Fig. 1: layout detail
Region (27, 8) to (67, 48) um. Cells in gray, sequential cells in the stronger gray; small squares are vias.
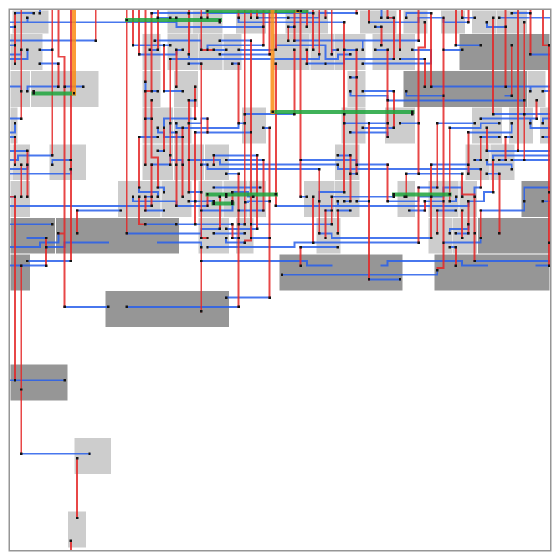
Fig. 2: wiring by layer
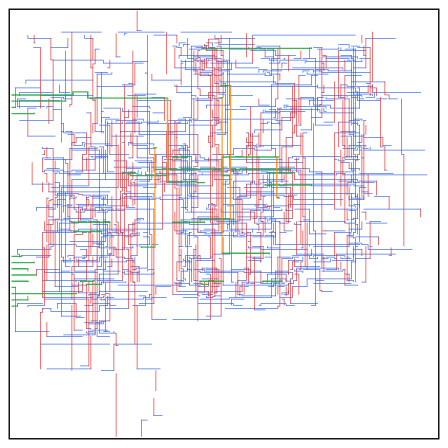
Fig. 3: metal 3
Bar = 20 um.
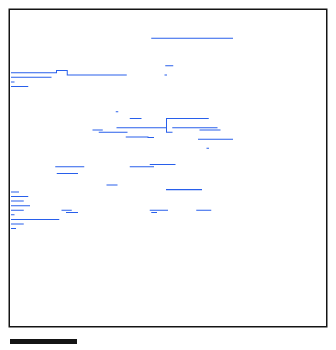
Fig. 4: clock distribution
Bar = 20 um.
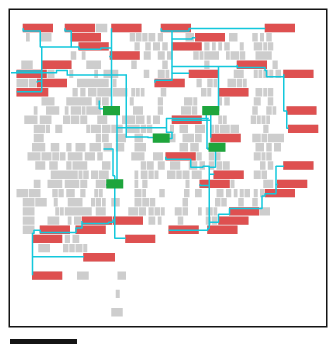
==> config.mk <==
export PLATFORM = sky130hd
export DESIGN_NAME = controlador_ascensor
export DESIGN_NICKNAME = d
export VERILOG_FILES = /design/src/rtl/controlador_ascensor.sv
export SDC_FILE = /design/constraint.sdc
export NUM_CORES = 1
export LEC_CHECK = 0
export CORE_MARGIN = 1.5
export CORE_UTILIZATION = 34
export DETAILED_ROUTE_END_ITERATION = 8
export SYNTH_ARGS = -nofsm -noshare
export SYNTH_HDL_FRONTEND = slang
export SYNTH_SLANG_ARGS = --single-unit
==> constraint.sdc <==
create_clock -name clk_nuevo -period 4.2 [get_ports clk_nuevo]
set_clock_uncertainty 0.05 [all_clocks]
set_input_delay 0.42 -clock clk_nuevo [delete_from_list [all_inputs] [get_ports clk_nuevo]]
set_output_delay 0.42 -clock clk_nuevo [all_outputs]
set_load 0.05 [all_outputs]
==> src/rtl/controlador_ascensor.sv <==
// controlador_ascensor
// Request scheduler and motion sequencer for a four-floor elevator
// (floor encodings 00 = -1, 01 = 1, 10 = 2, 11 = 3). Calls are latched and
// served in SCAN order: keep going in the last travel direction while calls
// remain ahead, then reverse. Floor-to-floor travel and door dwell are timed
// with a shared down-counter.
//
// Ports:
//   clk_nuevo      in   system clock, rising edge
//   reset          in   asynchronous active-high reset
//   llamada[3:0]   in   call request, bit i = floor encoding i (level or pulse)
//   piso_actual    out  current floor encoding
//   direccion      out  00 stopped, 01 up, 10 down
//   puerta_abierta out  door open
//   pendientes     out  latched, unserved calls
//   moviendo       out  high while travelling
module controlador_ascensor #(
  parameter int T_PISO   = 100000000,
  parameter int T_PUERTA = 50000000
) (
  input  logic       clk_nuevo,
  input  logic       reset,
  input  logic [3:0] llamada,
  output logic [1:0] piso_actual,
  output logic [1:0] direccion,
  output logic       puerta_abierta,
  output logic [3:0] pendientes,
  output logic       moviendo
);

  localparam logic [26:0] RECARGA_PISO   = 27'(T_PISO - 1);
  localparam logic [26:0] RECARGA_PUERTA = 27'(T_PUERTA - 1);
  localparam logic [1:0]  DIR_PARADO     = 2'b00;
  localparam logic [1:0]  DIR_SUBE       = 2'b01;
  localparam logic [1:0]  DIR_BAJA       = 2'b10;

  typedef enum logic [1:0] {
    IDLE    = 2'd0,
    ANDANDO = 2'd1,
    PUERTA  = 2'd2
  } estado_t;

  estado_t     state_reg, state_next;
  logic [26:0] timer_reg, timer_next;
  logic [1:0]  ult_dir_reg, ult_dir_next;
  logic [1:0]  piso_next;
  logic [1:0]  dir_opuesta;
  logic [1:0]  direccion_next;
  logic        puerta_next;
  logic        moviendo_next;
  logic [3:0]  req;
  logic [3:0]  clr;
  logic [3:0]  pend_next;

  // Floors strictly above p.
  function automatic logic [3:0] sobre(input logic [1:0] p);
    logic [3:0] m;
    m = 4'b1110;
    return m << p;
  endfunction

  // Floors strictly below p.
  function automatic logic [3:0] bajo(input logic [1:0] p);
    logic [3:0] m;
    m = 4'b1111;
    return ~(m << p);
  endfunction

  function automatic logic [3:0] un_piso(input logic [1:0] p);
    logic [3:0] m;
    m = 4'b0001;
    return m << p;
  endfunction

  // Floors lying ahead of p when travelling in direction dir.
  function automatic logic [3:0] delante(input logic [1:0] dir, input logic [1:0] p);
    return (dir == DIR_SUBE) ? sobre(p) : bajo(p);
  endfunction

  always_comb begin
    state_next     = state_reg;
    timer_next     = timer_reg;
    ult_dir_next   = ult_dir_reg;
    piso_next      = piso_actual;
    direccion_next = DIR_PARADO;
    puerta_next    = 1'b0;
    moviendo_next  = 1'b0;
    clr            = 4'b0000;
    // Decisions see this cycle's calls too, so a call is acted on at the
    // same edge that latches it.
    req            = pendientes | llamada;
    dir_opuesta    = (ult_dir_reg == DIR_SUBE) ? DIR_BAJA : DIR_SUBE;

    case (state_reg)
      IDLE: begin
        if ((req & un_piso(piso_actual)) != 4'b0000) begin
          state_next = PUERTA;
          timer_next = RECARGA_PUERTA;
        end else if ((req & delante(ult_dir_reg, piso_actual)) != 4'b0000) begin
          state_next = ANDANDO;
          timer_next = RECARGA_PISO;
        end else if ((req & delante(dir_opuesta, piso_actual)) != 4'b0000) begin
          state_next   = ANDANDO;
          ult_dir_next = dir_opuesta;
          timer_next   = RECARGA_PISO;
        end
      end

      ANDANDO: begin
        if (timer_reg != 27'd0) begin
          timer_next = timer_reg - 27'd1;
        end else if ((ult_dir_reg == DIR_SUBE && piso_actual == 2'b11) ||
                     (ult_dir_reg == DIR_BAJA && piso_actual == 2'b00)) begin
          // Out-of-range step is refused rather than wrapped.
          state_next = IDLE;
        end else begin
          piso_next = (ult_dir_reg == DIR_SUBE) ? piso_actual + 2'd1
                                                : piso_actual - 2'd1;
          // Arrival decisions are taken against the floor being entered.
          if ((req & un_piso(piso_next)) != 4'b0000) begin
            state_next = PUERTA;
            timer_next = RECARGA_PUERTA;
          end else if ((req & delante(ult_dir_reg, piso_next)) != 4'b0000) begin
            timer_next = RECARGA_PISO;
          end else begin
            state_next = IDLE;
          end
        end
      end

      PUERTA: begin
        // A fresh call for this floor keeps the door open.
        if (llamada[piso_actual]) begin
          timer_next = RECARGA_PUERTA;
        end else if (timer_reg == 27'd0) begin
          state_next = IDLE;
        end else begin
          timer_next = timer_reg - 27'd1;
        end
      end

      default: begin
        state_next = IDLE;
      end
    endcase

    // The floor being served (or about to be) is never left pending.
    if (state_reg == PUERTA || state_next == PUERTA) begin
      clr = un_piso(piso_next);
    end
    pend_next = req & ~clr;

    if (state_next == ANDANDO) begin
      direccion_next = ult_dir_next;
      moviendo_next  = 1'b1;
    end
    puerta_next = (state_next == PUERTA);
  end

  always_ff @(posedge clk_nuevo or posedge reset) begin
    if (reset) begin
      state_reg      <= IDLE;
      timer_reg      <= 27'd0;
      ult_dir_reg    <= DIR_SUBE;
      piso_actual    <= 2'b01;
      direccion      <= DIR_PARADO;
      puerta_abierta <= 1'b0;
      pendientes     <= 4'b0000;
      moviendo       <= 1'b0;
    end else begin
      state_reg      <= state_next;
      timer_reg      <= timer_next;
      ult_dir_reg    <= ult_dir_next;
      piso_actual    <= piso_next;
      direccion      <= direccion_next;
      puerta_abierta <= puerta_next;
      pendientes     <= pend_next;
      moviendo       <= moviendo_next;
    end
  end

endmodule

==> flow_metrics.tcl <==
# implementation run metrics
set metrics [dict create \
    cts-resized-gates 0 \
    ys_types 58 \
    synth_flops 41 \
    antenna_found_initial 0 \
    largest_reg_flops 27 \
    setup_violations 0 \
    cts_setup_buffers 0 \
    maxSlewViolCount 0 \
    status "finished, final reports clean" \
    cp_top_family "AND-OR/OR-AND gates" \
    p_sw_uw 1010 \
    place_hpwl_um 5070 \
    layout_top_cells "o21ai_0, nor2_1, dfrtp_1, a21oi_1, clkdlybuf4s50_1" \
    top_layer "met4" \
    drc 0 \
    drv_cap 0 \
    post_drt_wl_per_cell_um 16.0 \
    crit_type "reg2reg" \
    tns_ns 0 \
    r2r_slack_ns 0.74 \
    crit_chain "nor2b_1 > buf_4 > xnor2_1 > ha_1 > o2111ai_1 > a211oi_1 > a211o_1 > a221o_1 > buf_4 > o21bai_1 > o21ai_0" \
    reg2reg_to "timer_reg[16]$_DFFE_PP0P_" \
    peakVddDrop_mv 0.411 \
    synthFlopType "dfrtp_1" \
    crit_top_cell "buf_4" \
    final-clk-cell-share_pct 2.75 \
    power_density_nw_per_um2 686 \
    syn_avg_cell_area_sq_um 8.59 \
    ys_sh_aoi_pct 29.2 \
    ys_cells 326 \
    comb-power_uw 1200 \
    place_area_sq_um 3050 \
    crit_fanout 16 \
    grt_util_met1_pct 22.9 \
    endpoint_kind "flip-flop" \
    grt.overflow.total 0 \
    final_core_util_pct 39.9 \
    yosysTopAreaCell "dfrtp_1" \
    top_area_share_pct 34.9 \
    nFillCells 850 \
    setup_slack_ns 0.742 \
    startpoint "ult_dir_reg[0]$_DFF_PP1_" \
    initialDrtViolationCount 139 \
    p_int_uw 1140 \
    layout-drive-gt1-share_pct 8.55 \
    layout_top_cell "o21ai_0" \
    p_seq_share_pct 31.9 \
    synthTopCellsByArea "dfrtp_1, o21ai_0, nor2_1, ha_1, a21oi_1" \
    syn_nets 343 \
    dieHeight_um 93.8 \
    xor_share_pct 0.313 \
    clk-insertion-delay-late_ns 0.30 \
    slowest_stage "dfstp_2" \
    drt_pass1_iterations 4 \
    n_all_buffers 20 \
    use_met2_pct 28.3 \
    hold_class "reg2reg" \
    max_freq_mhz 289 \
    comb_power_share_pct 55.8 \
    seq_cell_count 41 \
    core_area_sq_um 7850 \
    hold-path-endpoint "timer_reg[26]$_DFFE_PP0P_" \
    p_clk_share_pct 12.3 \
    powerSeq_uw 687 \
    buf_share_pct 5.99 \
    cpPeakStageDelay_ns 0.56 \
    grt_pass1_vias 2482 \
    p_leak_uw 0.00124 \
    required_ns 4.37 \
    synthMuxAreaShare_pct 4.33 \
    top_logic_kind "AND-OR/OR-AND gates" \
    io_buffers 15 \
    clk_path_buf_depth 2 \
    ys_warn_count 0 \
    rsz0062_at_grt "no" \
    synth-async-reset-ratio_pct 100 \
    rows 32 \
    n_antenna_cell 0 \
    r2r-start "ult_dir_reg[0]$_DFF_PP1_" \
    postCtsHoldBufs 0 \
    wl_met1_um 3320 \
    switching_share_pct 47.2 \
    regArea_sq_um 1030 \
    yosys.stat.chipArea_sq_um 2800 \
    clkbuf_count 5 \
    io-pin-count 16 \
    fin_nets 355 \
    wl_met3_um 260 \
    holdPathStages 1 \
    hold_violations 0 \
    fin_crit_sh_pct 82.3 \
    post-place-ws_ns 0.777 \
    path_buffers 2 \
    most_common_cell "o21ai_0" \
    fin_crit_ns 3.46 \
    inverters 13 \
    simple_gate_share_pct 20.4 \
    grt_busiest_layer "met2" \
    grt_usage_pct 17.1 \
    clk_pin_slew_worst_paths_ns 0.08 \
    crit_path_end "timer_reg[16]$_DFFE_PP0P_" \
    die_x_um 93.8 \
    edf_count 0 \
    grt_pass1_wl_um 12100 \
    warnings 34 \
    postSynthSeqShare_pct 36.7 \
    route.met2.wl_um 3340 \
    postLayoutCellArea_sq_um 3130 \
    top_power_group "combinational logic" \
    power.total_uw 2150 \
]
## Picture notes: Fig. 1
[green] met3
[orange] met4
[red] met2
[blue] met1
most frequent: o21ai_0 (12), dfrtp_1 (7), nor2_1 (6)
sequential cells in the window: 7
cells with their middle in the window: 64
netlist names of flops here include: timer_reg (7)

## Picture notes: Fig. 2
[orange] met4 | wire length: 112 um
[blue] met1 | wire length: 3320 um
[red] met2 | wire length: 3340 um
[green] met3 | wire length: 260 um

## Picture notes: Fig. 3
wire length on this layer: 260 um
longest straight run: 23.9 um
drt total wl: 7030 um
routed vias: 2560
grt met3 use: 3.07%

## Picture notes: Fig. 4
[cyan] clock wires | length: 589 um
[green] cells driving clock nets | count: 5
[red] flip-flops | count: 41
flops lie: widely spread
routed clock nets: 6

